File: src/rtl/ace_ps2_keyboard.sv
// ---------------------------------------------------------------------------
// ace_ps2_keyboard
//   PS/2 keyboard front end for the Jupiter Ace core. Receives PS/2 set-2
//   scan codes, turns make/break sequences into an 8x5 key matrix, and answers
//   the CPU keyboard port read with active-low column bits.
//
// Ports
//   clk         in   1  system clock, shared with the core
//   reset_n     in   1  asynchronous reset, active low
//   ps2_clk     in   1  raw PS/2 clock (asynchronous to clk)
//   ps2_data    in   1  raw PS/2 data (asynchronous to clk)
//   kbd_row     in   8  row select, active low; bit r selects Ace row r
//   kbd_col     out  5  column state, active low, combinational
//   key_strobe  out  1  one-cycle pulse per valid received byte
//   rx_err      out  1  one-cycle pulse on parity or stop-bit error
// ---------------------------------------------------------------------------
module ace_ps2_keyboard #(
  parameter int FILTER_LEN  = 8,
  parameter int TIMEOUT_CYC = 65535
) (
  input  logic       clk,
  input  logic       reset_n,
  input  logic       ps2_clk,
  input  logic       ps2_data,
  input  logic [7:0] kbd_row,
  output logic [4:0] kbd_col,
  output logic       key_strobe,
  output logic       rx_err
);

  localparam int FW = $clog2(FILTER_LEN + 1);
  localparam int TW = $clog2(TIMEOUT_CYC + 1);
  localparam logic [FW-1:0] FILT_LAST = FW'(FILTER_LEN - 1);
  localparam logic [TW-1:0] TMO_LAST  = TW'(TIMEOUT_CYC - 1);

  typedef enum logic [1:0] {
    ST_IDLE   = 2'd0,
    ST_DATA   = 2'd1,
    ST_PARITY = 2'd2,
    ST_STOP   = 2'd3
  } rx_state_t;

  // Good frame: odd number of ones across data and parity bit.
  function automatic logic odd_parity_ok(input logic [7:0] data, input logic par);
    return ^{data, par};
  endfunction

  // Matrix entry encoding used by the lookup: {hit, backspace, index[5:0]}.
  function automatic logic [7:0] key_at(input int row, input int col);
    return {2'b10, 6'(row * 5 + col)};
  endfunction

  // Set-2 scan code to matrix position; returns 8'h00 for unmapped codes.
  function automatic logic [7:0] lookup(input logic [7:0] code, input logic ext);
    logic [7:0] res;
    res = 8'h00;
    if (ext) begin
      case (code)
        8'h14:   res = key_at(0, 1);   // right CTRL -> SYM
        8'h5A:   res = key_at(6, 0);   // keypad ENTER
        default: res = 8'h00;          // arrows and other extended keys ignored
      endcase
    end else begin
      case (code)
        8'h12, 8'h59: res = key_at(0, 0);
        8'h14: res = key_at(0, 1);
        8'h1A: res = key_at(0, 2);
        8'h22: res = key_at(0, 3);
        8'h21: res = key_at(0, 4);
        8'h1C: res = key_at(1, 0);
        8'h1B: res = key_at(1, 1);
        8'h23: res = key_at(1, 2);
        8'h2B: res = key_at(1, 3);
        8'h34: res = key_at(1, 4);
        8'h15: res = key_at(2, 0);
        8'h1D: res = key_at(2, 1);
        8'h24: res = key_at(2, 2);
        8'h2D: res = key_at(2, 3);
        8'h2C: res = key_at(2, 4);
        8'h16: res = key_at(3, 0);
        8'h1E: res = key_at(3, 1);
        8'h26: res = key_at(3, 2);
        8'h25: res = key_at(3, 3);
        8'h2E: res = key_at(3, 4);
        8'h45: res = key_at(4, 0);
        8'h46: res = key_at(4, 1);
        8'h3E: res = key_at(4, 2);
        8'h3D: res = key_at(4, 3);
        8'h36: res = key_at(4, 4);
        8'h4D: res = key_at(5, 0);
        8'h44: res = key_at(5, 1);
        8'h43: res = key_at(5, 2);
        8'h3C: res = key_at(5, 3);
        8'h35: res = key_at(5, 4);
        8'h5A: res = key_at(6, 0);
        8'h4B: res = key_at(6, 1);
        8'h42: res = key_at(6, 2);
        8'h3B: res = key_at(6, 3);
        8'h33: res = key_at(6, 4);
        8'h29: res = key_at(7, 0);
        8'h3A: res = key_at(7, 1);
        8'h31: res = key_at(7, 2);
        8'h32: res = key_at(7, 3);
        8'h2A: res = key_at(7, 4);
        8'h66: res = 8'hC0;            // BACKSPACE: separate bit
        default: res = 8'h00;
      endcase
    end
    return res;
  endfunction

  // Synchroniser and glitch filter state
  logic          clk_meta_q, clk_sync_q, dat_meta_q, dat_sync_q;
  logic          clk_meta_d, clk_sync_d, dat_meta_d, dat_sync_d;
  logic [FW-1:0] filt_cnt_q, filt_cnt_d;
  logic          filt_clk_q, filt_clk_d;
  logic          fall_s;

  // Receiver state
  rx_state_t     state_q;
  logic [2:0]    bit_cnt_q;
  logic [7:0]    shift_q;
  logic          par_q;
  logic [TW-1:0] tmo_q;
  logic          byte_valid_q;
  logic [7:0]    byte_q;
  logic          rx_err_q;

  // Decoder / matrix state
  logic [39:0]   key_q, key_d;
  logic          bksp_q, bksp_d;
  logic          rel_q, rel_d;
  logic          ext_q, ext_d;
  logic          strobe_q, strobe_d;
  logic [7:0]    hit_s;
  logic [4:0]    any_s;

  // Next-state for the synchronisers and the PS/2 clock filter.
  always_comb begin
    clk_meta_d = ps2_clk;
    clk_sync_d = clk_meta_q;
    dat_meta_d = ps2_data;
    dat_sync_d = dat_meta_q;
    filt_clk_d = filt_clk_q;
    filt_cnt_d = '0;
    if (clk_sync_q != filt_clk_q) begin
      // Flip only on the FILTER_LEN-th consecutive differing sample.
      if (filt_cnt_q == FILT_LAST) begin
        filt_clk_d = clk_sync_q;
        filt_cnt_d = '0;
      end else begin
        filt_cnt_d = filt_cnt_q + FW'(1);
      end
    end else begin
      filt_cnt_d = '0;
    end
  end

  // Falling edge of the filtered clock; the receiver steps on this cycle.
  assign fall_s = filt_clk_q & ~filt_clk_d;

  // Synchroniser and filter registers; PS/2 lines idle high.
  always_ff @(posedge clk or negedge reset_n) begin
    if (!reset_n) begin
      clk_meta_q <= 1'b1;
      clk_sync_q <= 1'b1;
      dat_meta_q <= 1'b1;
      dat_sync_q <= 1'b1;
      filt_cnt_q <= '0;
      filt_clk_q <= 1'b1;
    end else begin
      clk_meta_q <= clk_meta_d;
      clk_sync_q <= clk_sync_d;
      dat_meta_q <= dat_meta_d;
      dat_sync_q <= dat_sync_d;
      filt_cnt_q <= filt_cnt_d;
      filt_clk_q <= filt_clk_d;
    end
  end

  // Frame receiver: start / 8 data / parity / stop, with mid-frame timeout.
  always_ff @(posedge clk or negedge reset_n) begin
    if (!reset_n) begin
      state_q      <= ST_IDLE;
      bit_cnt_q    <= 3'd0;
      shift_q      <= 8'h00;
      par_q        <= 1'b0;
      tmo_q        <= '0;
      byte_valid_q <= 1'b0;
      byte_q       <= 8'h00;
      rx_err_q     <= 1'b0;
    end else begin
      byte_valid_q <= 1'b0;
      rx_err_q     <= 1'b0;
      if (state_q == ST_IDLE) begin
        tmo_q <= '0;
        if (fall_s && !dat_sync_q) begin
          state_q   <= ST_DATA;
          bit_cnt_q <= 3'd0;
        end
      end else if (fall_s) begin
        tmo_q <= '0;
        case (state_q)
          ST_DATA: begin
            shift_q   <= {dat_sync_q, shift_q[7:1]};
            bit_cnt_q <= bit_cnt_q + 3'd1;
            if (bit_cnt_q == 3'd7) begin
              state_q <= ST_PARITY;
            end
          end
          ST_PARITY: begin
            par_q   <= dat_sync_q;
            state_q <= ST_STOP;
          end
          ST_STOP: begin
            if (odd_parity_ok(shift_q, par_q) && dat_sync_q) begin
              byte_valid_q <= 1'b1;
              byte_q       <= shift_q;
            end else begin
              rx_err_q <= 1'b1;
            end
            state_q <= ST_IDLE;
          end
          default: state_q <= ST_IDLE;
        endcase
      end else if (tmo_q == TMO_LAST) begin
        // Stalled frame: abandon it silently.
        state_q <= ST_IDLE;
        tmo_q   <= '0;
      end else begin
        tmo_q <= tmo_q + TW'(1);
      end
    end
  end

  // Scan-code decoder: prefix flags and key matrix updates.
  always_comb begin
    key_d    = key_q;
    bksp_d   = bksp_q;
    rel_d    = rel_q;
    ext_d    = ext_q;
    strobe_d = byte_valid_q;
    hit_s    = 8'h00;
    if (byte_valid_q) begin
      case (byte_q)
        8'hF0: rel_d = 1'b1;
        8'hE0: ext_d = 1'b1;
        8'hAA, 8'hFA, 8'hFE, 8'h00, 8'hFF: begin
          rel_d = 1'b0;
          ext_d = 1'b0;
        end
        default: begin
          hit_s = lookup(byte_q, ext_q);
          if (hit_s[7]) begin
            if (hit_s[6]) begin
              bksp_d = ~rel_q;
            end else begin
              key_d[hit_s[5:0]] = ~rel_q;
            end
          end else begin
            key_d = key_q;
          end
          rel_d = 1'b0;
          ext_d = 1'b0;
        end
      endcase
    end else begin
      hit_s = 8'h00;
    end
  end

  // Decoder registers.
  always_ff @(posedge clk or negedge reset_n) begin
    if (!reset_n) begin
      key_q    <= 40'h0;
      bksp_q   <= 1'b0;
      rel_q    <= 1'b0;
      ext_q    <= 1'b0;
      strobe_q <= 1'b0;
    end else begin
      key_q    <= key_d;
      bksp_q   <= bksp_d;
      rel_q    <= rel_d;
      ext_q    <= ext_d;
      strobe_q <= strobe_d;
    end
  end

  // Column read: OR the selected rows; BACKSPACE appears as SHIFT+0.
  always_comb begin
    any_s = 5'b00000;
    for (int r = 0; r < 8; r++) begin
      if (!kbd_row[r]) begin
        any_s = any_s | key_q[r*5 +: 5] | (((r == 0) || (r == 4)) ? {4'b0000, bksp_q} : 5'b00000);
      end else begin
        any_s = any_s;
      end
    end
    kbd_col = ~any_s;
  end

  assign key_strobe = strobe_q;
  assign rx_err     = rx_err_q;

endmodule

File: config.mk
export PLATFORM = sky130hd
export DESIGN_NAME = ace_ps2_keyboard
export DESIGN_NICKNAME = d
export VERILOG_FILES = /design/src/rtl/ace_ps2_keyboard.sv
export SDC_FILE = /design/constraint.sdc
export NUM_CORES = 1
export LEC_CHECK = 0
export CORE_UTILIZATION = 50
export CTS_BUF_LIST = sky130_fd_sc_hd__clkbuf_16
export CTS_CLUSTER_DIAMETER = 120
export CTS_CLUSTER_SIZE = 24
export DETAILED_ROUTE_END_ITERATION = 8
export PLACE_DENSITY = 0.79
export SYNTH_ARGS = -nofsm -noshare
export SYNTH_HDL_FRONTEND = slang
export SYNTH_SLANG_ARGS = --single-unit
File: constraint.sdc
create_clock -name clk -period 3.7 [get_ports clk]
set_clock_uncertainty 0.1 [all_clocks]
set_input_delay 0.37 -clock clk [delete_from_list [all_inputs] [get_ports clk]]
set_output_delay 0.37 -clock clk [all_outputs]
set_load 0.1 [all_outputs]
==> run_1/class_map.png <==
Fill, decap, tap and diode cells in gray.
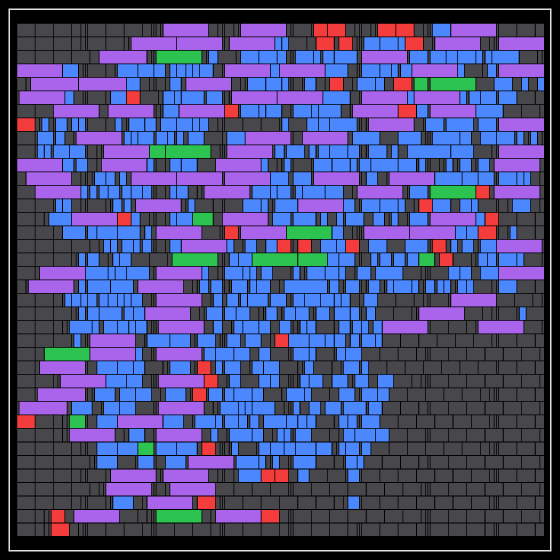
legend:
  remaining logic cells:
    color: blue
    cells: 446
    share_of_their_area: 52%
  clock drivers and dummy loads:
    color: green
    cells: 16
    share_of_their_area: 4.8%
  registers:
    color: purple
    cells: 93
    share_of_their_area: 38%
  remaining buffers and delay cells:
    color: red
    cells: 36
    share_of_their_area: 4.9%

==> run_1/ff_map.png <==
The bar under the picture is 20 um long. Other sequential cells in the stronger gray, the rest of the logic in the fainter gray.
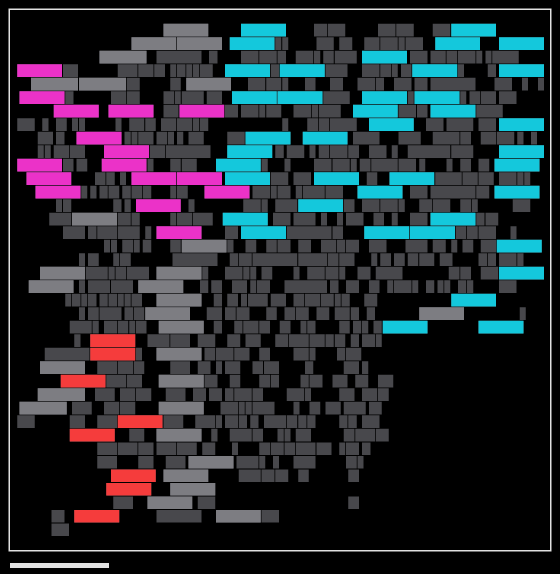
legend:
  shift_q:
    color: red
    flops: 8
    where: bottom left
  tmo_q:
    color: magenta
    flops: 16
  key_q:
    color: cyan
    flops: 40
not colored: 29
Final Util: 57.4%
Seq area share: 37.0%
seq pwr: 0.00106 W
register area: 0.00233 mm2

==> run_1/layers.png <==
The bar under the picture is 20 um long. Two of the layers only.
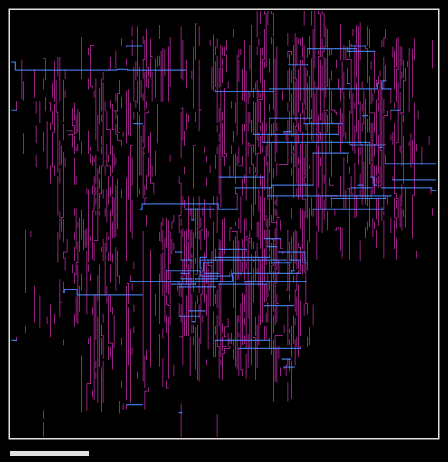
legend:
  M2:
    color: magenta
    wire_length: 6,150 um
  M3:
    color: blue
    wire_length: 676 um
Via Count: 4,357
DR WL/cell: 17.7 um
wirelength, routed: 12,900 um

==> impl_metrics.yaml, run 1 <==
# flow metrics
run_status:
  status: "finished, final reports clean"
placement:
  gp_congestion: 0.888
  portBuffers: 18
  hpwl_um: 9070
  place_inst: 714
  placed_area_mm2: 0.00600
  pre_cts_ws_ns: 0.367
clocking:
  cts_sinks: 93
  root_buffer: "clkbuf_16"
  cts.hold.buffers_added: 1
  clk_transition_reported_paths_ns: 0.07
  cts.repair.resized: 0
  htree_num_levels: 3
  cts_buffer_depth: 2
  cts_tree: "done"
pwr:
  p_comb_w: 0.0000876
  swShare_pct: 24.2
  p_int_w: 0.00155
  p_clk_w: 0.000902
  power_density_mw_per_mm2: 324
  pwr-share-clk_pct: 44.1
  totalPowerFinal_w: 0.00205
  p_leak_nw: 2.69
  combPwrFrac_pct: 4.3
  top_power_group: "registers"
  power_switching_w: 0.000495
  p_seq_share_pct: 51.7
timing:
  slew_viol_final: 0
  final.min_clock_period_ns: 3.38
  relSlewSlack_pct: 35.4
  fmax_mhz: 296
  fin_ws_ns: 0.321
  whs_ns: 0.257
  rsz0062_at_grt: "no"
  setup_viol: 0
  post-route-period-util_pct: 91.3
  hold_viol: 0
layout:
  fin_cells: 731
  final-clk-cell-share_pct: 4.68
  mostFrequentLayoutCells: "dfrtp_1 (88), inv_1 (49), mux2i_1 (39), nor2_1 (35), nand2_1 (30)"
  diodes: 0
  clock_buffers: 9
  nets: 614
  final_layout_size_suffix_gt1_share_pct: 16.4
  buffers: 36
  largestClassByArea: "logic gates"
  comb_area_mm2: 0.00302
  layout_top_cell: "dfrtp_1"
  comb.multi_input.count: 397
  flops: 93
  n_all_inverters: 49
synth:
  syn_area_per_cell_um2: 9.97
  top_cell: "dfrtp_1"
  area_leaders: "dfrtp_1 (39%), mux2i_1 (6.8%), mux2_2 (4.0%)"
  yosysTopAreaCell: "dfrtp_1"
  ys_types: 73
  yosys_cells: 572
  syn-cell-area_mm2: 0.00570
  ys_area_mm2: 0.00570
  netlist_instances: 572
  top_cells_by_count: "dfrtp_1 (88), inv_1 (49), mux2i_1 (39), nor2_1 (35), nand2_1 (30)"
  edf_count: 0
  ys_warn_count: 0
  ff_type: "dfrtp_1"
  synthesis.nets: 600
  async_flop_share_pct: 100
  ys_seq_share_pct: 40.9
routing:
  firstDrtPassIters: 5
  drt_iter0_drc: 394
  drtAntennaViolNets: 0
setup_path:
  path_class: "reg -> reg"
  cp-startpoint: "byte_q[0]$_DFFE_PN0P_"
  path_cells: "inv_1 > ha_1 > mux2_1 > o41ai_1 > a31o_1 > o31a_1 > or4_1 > nor4b_4 > mux2i_1"
  r2r_end: "key_q[11]$_DFFE_PN0P_"
  required_ns: 3.87
  crit_end: "key_q[11]$_DFFE_PN0P_"
  endpoint_kind: "flip-flop"
  cp_top_family: "simple AND/OR/NAND/NOR gates"
  crit_buf_inv: 1
  cpPeakStageDelay_ns: 0.73
  cp_max_fo: 10
  r2r.worst_path.cells: 9
  worst_ep_arrival_time_ns: 3.55
  reg2reg_slack_ns: 0.32
  path_depth: 9
  worst_path_max_delay_cell: "or4_1"
floorplanning:
  taps: 140
  ios: 19
  fp.dieW_um: 109
  fp_util_pct: 51.9
  dieHeight_um: 109
  core.rowCount: 38
  die_area_mm2: 0.0118
flow_run:
  warning_count: 36
  drv_cap: 0
global_route:
  grt_max_degree: 51
  grt_pass1_vias: 4319
  antenna_found_initial: 0
worst_hold_path:
  hp-class: "reg -> reg"
  worstHoldPathCells: 0
  hold_start: "clk_meta_q$_DFF_PN1_"
run 1: layer usage:
| metal | global-route usage, % | share of wire [%] | up-vias |
|---|---|---|---|
| met4 | 10.5 | 2.4 | 0 |
| li1 | - | - | 2073 |
| met5 | 0 | 0 | - |
| met3 | 4.42 | 5.2 | 25 |
| met1 | 31.7 | 45 | 2133 |
| met2 | 37.1 | 48 | 126 |
run 1: kinds of logic after synthesis:
logic type	synth area share, %
XOR/XNOR	3.38
AND/OR/NAND/NOR	22.5
multiplexers	11.2
adder cells (fa/ha/maj)	3.51
buffers and inverters	6.58
flip-flops	40.9
AND-OR/OR-AND	11.9
run 1: flip-flops by register name, summed over array words and instances, names as in the netlist, 2 cells and up:
name,flops
tmo_q,16
shift_q,8
key_q,40
bit_cnt_q,3
filt_cnt_q,4
state_q,2
byte_q,8
==> run_1/clock_nets.png <==
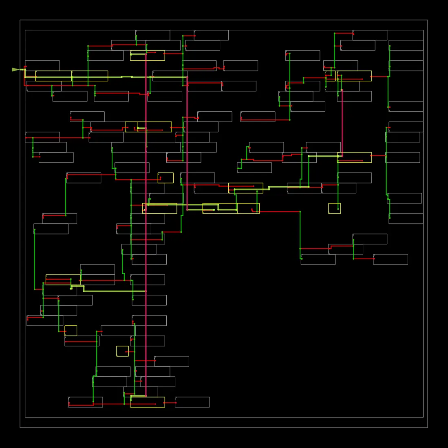

==> run 1 -> run 2 <==
CORE_ASPECT_RATIO = 0.7   (was default)
CORE_UTILIZATION = 40   (was 50)
PLACE_DENSITY = 0.68   (was 0.79)
==> run_2/clock_nets.png <==
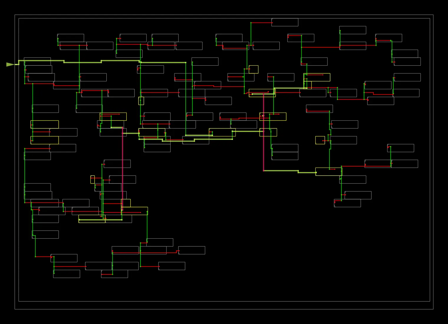
registers: 93
clkbuf count: 9
Latency at later pin: 0.34 ns
Power Clock: 0.000877 W

==> run 2 against run 1 <==
  * The flow now finishes with violations (hold timing)
  * Clock power down 2.8%
  * Setup slack about the same
  * Synthesized cell count unchanged
  * Non-clock buffer count down 3
  * Register-to-register slack about the same
  * Area after synthesis unchanged
==> impl_metrics.yaml, run 2 <==
# flow metrics
run_status:
  status: "finished with violations"
  violations: "hold timing"
synth:
  synth-compound-area-share_pct: 11.9
  syn-cell-area_mm2: 0.00570
  synthesis.nets: 600
  netlist_instances: 572
  syn_area_per_cell_um2: 9.97
  top_cell: "dfrtp_1"
  simple_gate_area_share_pct: 22.5
  edf_count: 0
  synth_flop_count: 93
  area_leaders: "dfrtp_1 (39%), mux2i_1 (6.8%), mux2_2 (4.0%)"
  yosys_cells: 572
  ys_types: 73
  ff_type: "dfrtp_1"
  top_cells_by_count: "dfrtp_1 (88), inv_1 (49), mux2i_1 (39), nor2_1 (35), nand2_1 (30)"
  top_logic_kind: "simple AND/OR/NAND/NOR gates"
  ys_seq_share_pct: 40.9
  fa_ha_area_share_pct: 3.51
  synthXorXnorAreaFrac_pct: 3.38
  ys_area_mm2: 0.00570
  ys_warn_count: 0
  mux_area_share_pct: 11.2
  async_flop_share_pct: 100
  yosysTopAreaCell: "dfrtp_1"
flow_run:
  drv_cap: 0
  warning_count: 36
setup_path:
  cp_top_family: "simple AND/OR/NAND/NOR gates"
  path_cells: "inv_1 > ha_1 > mux2_1 > o41ai_1 > a31o_1 > o31a_1 > or4_1 > nor4b_2 > mux2i_1"
  worst_setup_path_start_kind: "flip-flop"
  crit_buf_inv: 1
  path_class: "reg -> reg"
  endpoint_kind: "flip-flop"
  required_ns: 3.84
  cp-startpoint: "byte_q[0]$_DFFE_PN0P_"
  r2r_end: "key_q[27]$_DFFE_PN0P_"
  r2r.worst_path.cells: 9
  crit_end: "key_q[27]$_DFFE_PN0P_"
  worst_path_max_delay_cell: "or4_1"
  path_depth: 9
  reg2reg_slack_ns: 0.32
  cp_max_fo: 10
  cpPeakStageDelay_ns: 0.72
  worst_ep_arrival_time_ns: 3.52
floorplanning:
  fp_util_pct: 41.0
  dieHeight_um: 102
  core_mm2: 0.0139
  core.rowCount: 36
  taps: 190
  die_area_mm2: 0.0147
  fp.dieW_um: 145
  ios: 19
placement:
  pre_cts_ws_ns: 0.378
  hpwl_um: 9460
  placed_area_mm2: 0.00605
  gp_congestion: 0.884
  portBuffers: 18
  place_inst: 762
timing:
  final.min_clock_period_ns: 3.38
  relSlewSlack_pct: 24.3
  fin_ws_ns: 0.322
  fmax_mhz: 296
  rsz0062_at_grt: "no"
  whs_ns: -0.0132
  hold_viol: 14
  setup_viol: 0
  slew_viol_final: 0
  worstMarginPinSlew_ns: 1.14
  post-route-period-util_pct: 91.3
global_route:
  antenna_found_initial: 0
  grt_overflow: 0
  grt_pass1_vias: 4311
  busiest_layer: "met2"
  use_met1_pct: 27.4
  grt_pass1_wl_um: 22300
  use_met2_pct: 31.6
  grt_max_degree: 56
  global_route.usage.met3_pct: 3.94
clocking:
  cts.hold.buffers_added: 0
  cts_sinks: 93
  htree_num_levels: 3
  cts_tree: "done"
  cts_buffer_depth: 2
  cts_made_buffers: 9
  cts.repair.resized: 0
  clk_transition_reported_paths_ns: 0.07
  root_buffer: "clkbuf_16"
  post_cts_buffers: 0
routing:
  totalWireLength_um: 13300
  firstDrtPassIters: 4
  wl_met2_um: 6030
  drt_iter0_drc: 359
  met1_length_um: 6470
  drt-wirelength-per-cell_um: 17.2
  drtAntennaViolNets: 0
  routed.top_layer: "met4"
  num_vias: 4254
  wl_met3_um: 761
  drc_errors: 0
  avgViaCountPerCell: 5.47
layout:
  nets: 611
  n_all_inverters: 49
  final_layout_size_suffix_gt1_share_pct: 16.0
  largest_reg_flops: 40
  layout_top_cell: "dfrtp_1"
  reg.largest.list: "key_q (40), tmo_q (16)"
  mostFrequentLayoutCells: "dfrtp_1 (88), inv_1 (49), mux2i_1 (39), nor2_1 (35), nand2_1 (30)"
  sh_seq_area_pct: 36.8
  comb_area_mm2: 0.00302
  utilization_pct: 45.5
  fin_cells: 778
  comb_share_pct: 47.6
  layout.nonclk_buf_share_pct: 4.39
  regMostFlops: "key_q"
  largestClassByArea: "logic gates"
  comb.multi_input.count: 397
  final-clk-cell-share_pct: 4.48
  num-fill-cells: 1296
  regArea_mm2: 0.00233
  diodes: 0
  buffers: 33
pwr:
  power_switching_w: 0.000480
  totalPowerFinal_w: 0.00202
  p_int_w: 0.00154
  swShare_pct: 23.7
  pwr-share-clk_pct: 43.4
  p_leak_nw: 2.67
  p_seq_share_pct: 52.3
  power_density_mw_per_mm2: 320
  pg_seq_w: 0.00106
  top_power_group: "registers"
  p_comb_w: 0.0000885
  combPwrFrac_pct: 4.4
worst_hold_path:
  hp-class: "in -> async"
## run 2: worst min-delay path by stage
stage / end / from / slack [ns] / cells after the start
2_1_floorplan: bit_cnt_q[0]$_DFFE_PN0P_ / reset_n / -0.03 / 0
3_3_place_gp: clk_sync_q$_DFF_PN1_ / clk_meta_q$_DFF_PN1_ / 0.25 / 0
3_5_place_dp: dat_sync_q$_DFF_PN1_ / dat_meta_q$_DFF_PN1_ / 0.25 / 0
4_1_cts: key_q[29]$_DFFE_PN0P_ / reset_n / 0.008 / 1
5_1_grt: key_q[28]$_DFFE_PN0P_ / reset_n / 0.02 / 1
6_report: key_q[23]$_DFFE_PN0P_ / reset_n / -0.01 / 1
==> run_2/class_map.png <==
Fill, decap, tap and diode cells in gray.
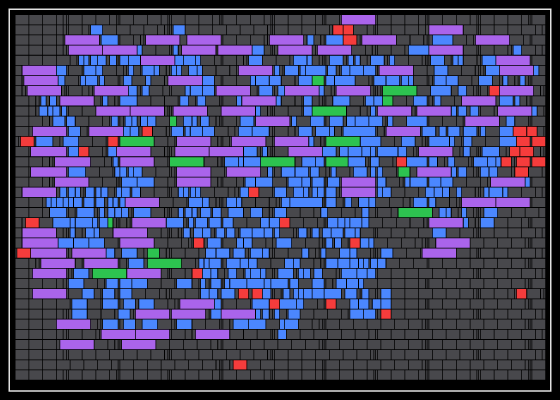

==> run 2 -> run 3 <==
DONT_BUFFER_PORTS = 1   (was default)
MAX_ROUTING_LAYER = met4   (was default)
PLACE_DENSITY = 0.66   (was 0.68)
==> run_3/class_map.png <==
Fill, decap, tap and diode cells in gray.
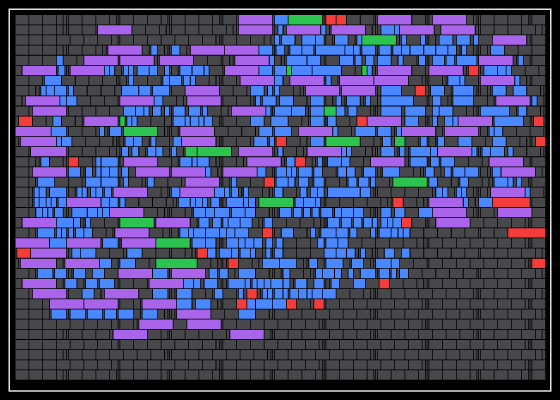
legend:
  clock drivers and dummy loads:
    color: green
    cells: 16
    share_of_their_area: 4.8%
  remaining logic cells:
    color: blue
    cells: 446
    share_of_their_area: 53%
  remaining buffers and delay cells:
    color: red
    cells: 26
    share_of_their_area: 4.0%
  registers:
    color: purple
    cells: 93
    share_of_their_area: 38%
Core Area: 0.0139 mm2
Final Util: 45.6%
num rows: 36

==> run 3 against run 2 <==
  * The flow now finishes without violations
  * Worst hold slack gained 0.27 ns
  * Synthesized cell count is the same
  * Design area grew 0.20%
  * Setup slack lost 0.061 ns
  * Total power grew 0.64%
  * Critical path type unchanged
  * Critical endpoint is now key_q[10]$_DFFE_PN0P_
==> impl_metrics.yaml, run 3 <==
# flow metrics
worst_hold_path:
  holdPathEnd: "dat_sync_q$_DFF_PN1_"
  hold_start: "dat_meta_q$_DFF_PN1_"
routing:
  drt_iter0_drc: 354
  drc_errors: 0
  wl_met3_um: 722
  avgViaCountPerCell: 5.70
  wl_met2_um: 5750
  drtAntennaViolNets: 0
  num_vias: 4397
  firstDrtPassIters: 5
clocking:
  clk_transition_reported_paths_ns: 0.07
  post_cts_buffers: 0
  cts.repair.resized: 0
  htree_num_levels: 3
  root_buffer: "clkbuf_16"
  cts_buffer_depth: 2
  cts_made_buffers: 9
timing:
  relSlewSlack_pct: 19.8
  hold_viol: 0
  slew_viol_final: 0
  setup_viol: 0
layout:
  layout_top_cell: "dfrtp_1"
  final_layout_size_suffix_gt1_share_pct: 16.4
  buffers: 26
  comb_share_pct: 48.2
  n_all_inverters: 49
  largest_reg_flops: 40
  sh_seq_area_pct: 36.8
  num-fill-cells: 1292
  reg.largest.list: "key_q (40), tmo_q (16)"
  regMostFlops: "key_q"
  largestClassByArea: "logic gates"
run_status:
  status: "finished, final reports clean"
global_route:
  antenna_found_initial: 0
  busiest_layer: "met1"
  grt_pass1_wl_um: 22000
  grt_overflow: 0
  grt_pass1_vias: 4152
setup_path:
  path_depth: 9
  cpPeakStageDelay_ns: 0.72
  cp_top_family: "simple AND/OR/NAND/NOR gates"
  path_cells: "inv_1 > ha_1 > mux2_1 > o41ai_1 > a31o_1 > o31a_1 > or4_1 > nor4b_2 > mux2i_1"
  worst_setup_path_start_kind: "flip-flop"
  r2r.worst_path.cells: 9
  worst_ep_arrival_time_ns: 3.59
  cp_max_fo: 10
  reg2reg_slack_ns: 0.26
synth:
  top_cell: "dfrtp_1"
  mux_area_share_pct: 11.2
  synth_flop_count: 93
  ys_seq_share_pct: 40.9
  yosys_cells: 572
  syn-cell-area_mm2: 0.00570
  ff_type: "dfrtp_1"
floorplanning:
  dieHeight_um: 102
  taps: 190
  fp.dieW_um: 145
pwr:
  power_density_mw_per_mm2: 321
flow_run:
  drv_cap: 0
placement:
  hpwl_um: 9250
[run 3: netlist changes by cell type in the layout (fill, tap and decap cells not counted), moves of 2 or more]
cell / change
inv_6: -2
dlygate4sd3_1: +3
buf_16: +2
nor4_2: -4
clkdlybuf4s50_1: -12
nor4_4: +4
[run 3: metrics by stage]
step                      setup slack [ns]  cells  instance area [um2]  hold WS (ns)
after floorplan                      0.411    572                 5730       -0.0256
after global placement               0.357    751                 6000       -0.0190
after detailed placement             0.286    751                 6000       -0.0195
after CTS                            0.260    771                 6350         0.260
after global routing                0.0236    771                 6350         0.261
final                                0.260    771                 6350         0.258
[run 3: power by group]
part	internal, W	switching, W	total [W]
clock	0.000520	0.000388	0.000908
sequential	0.00104	0.0000162	0.00106
combinational	0.0000304	0.0000405	0.0000709
No activity file was given, so power comes from the tool's default toggle rates.
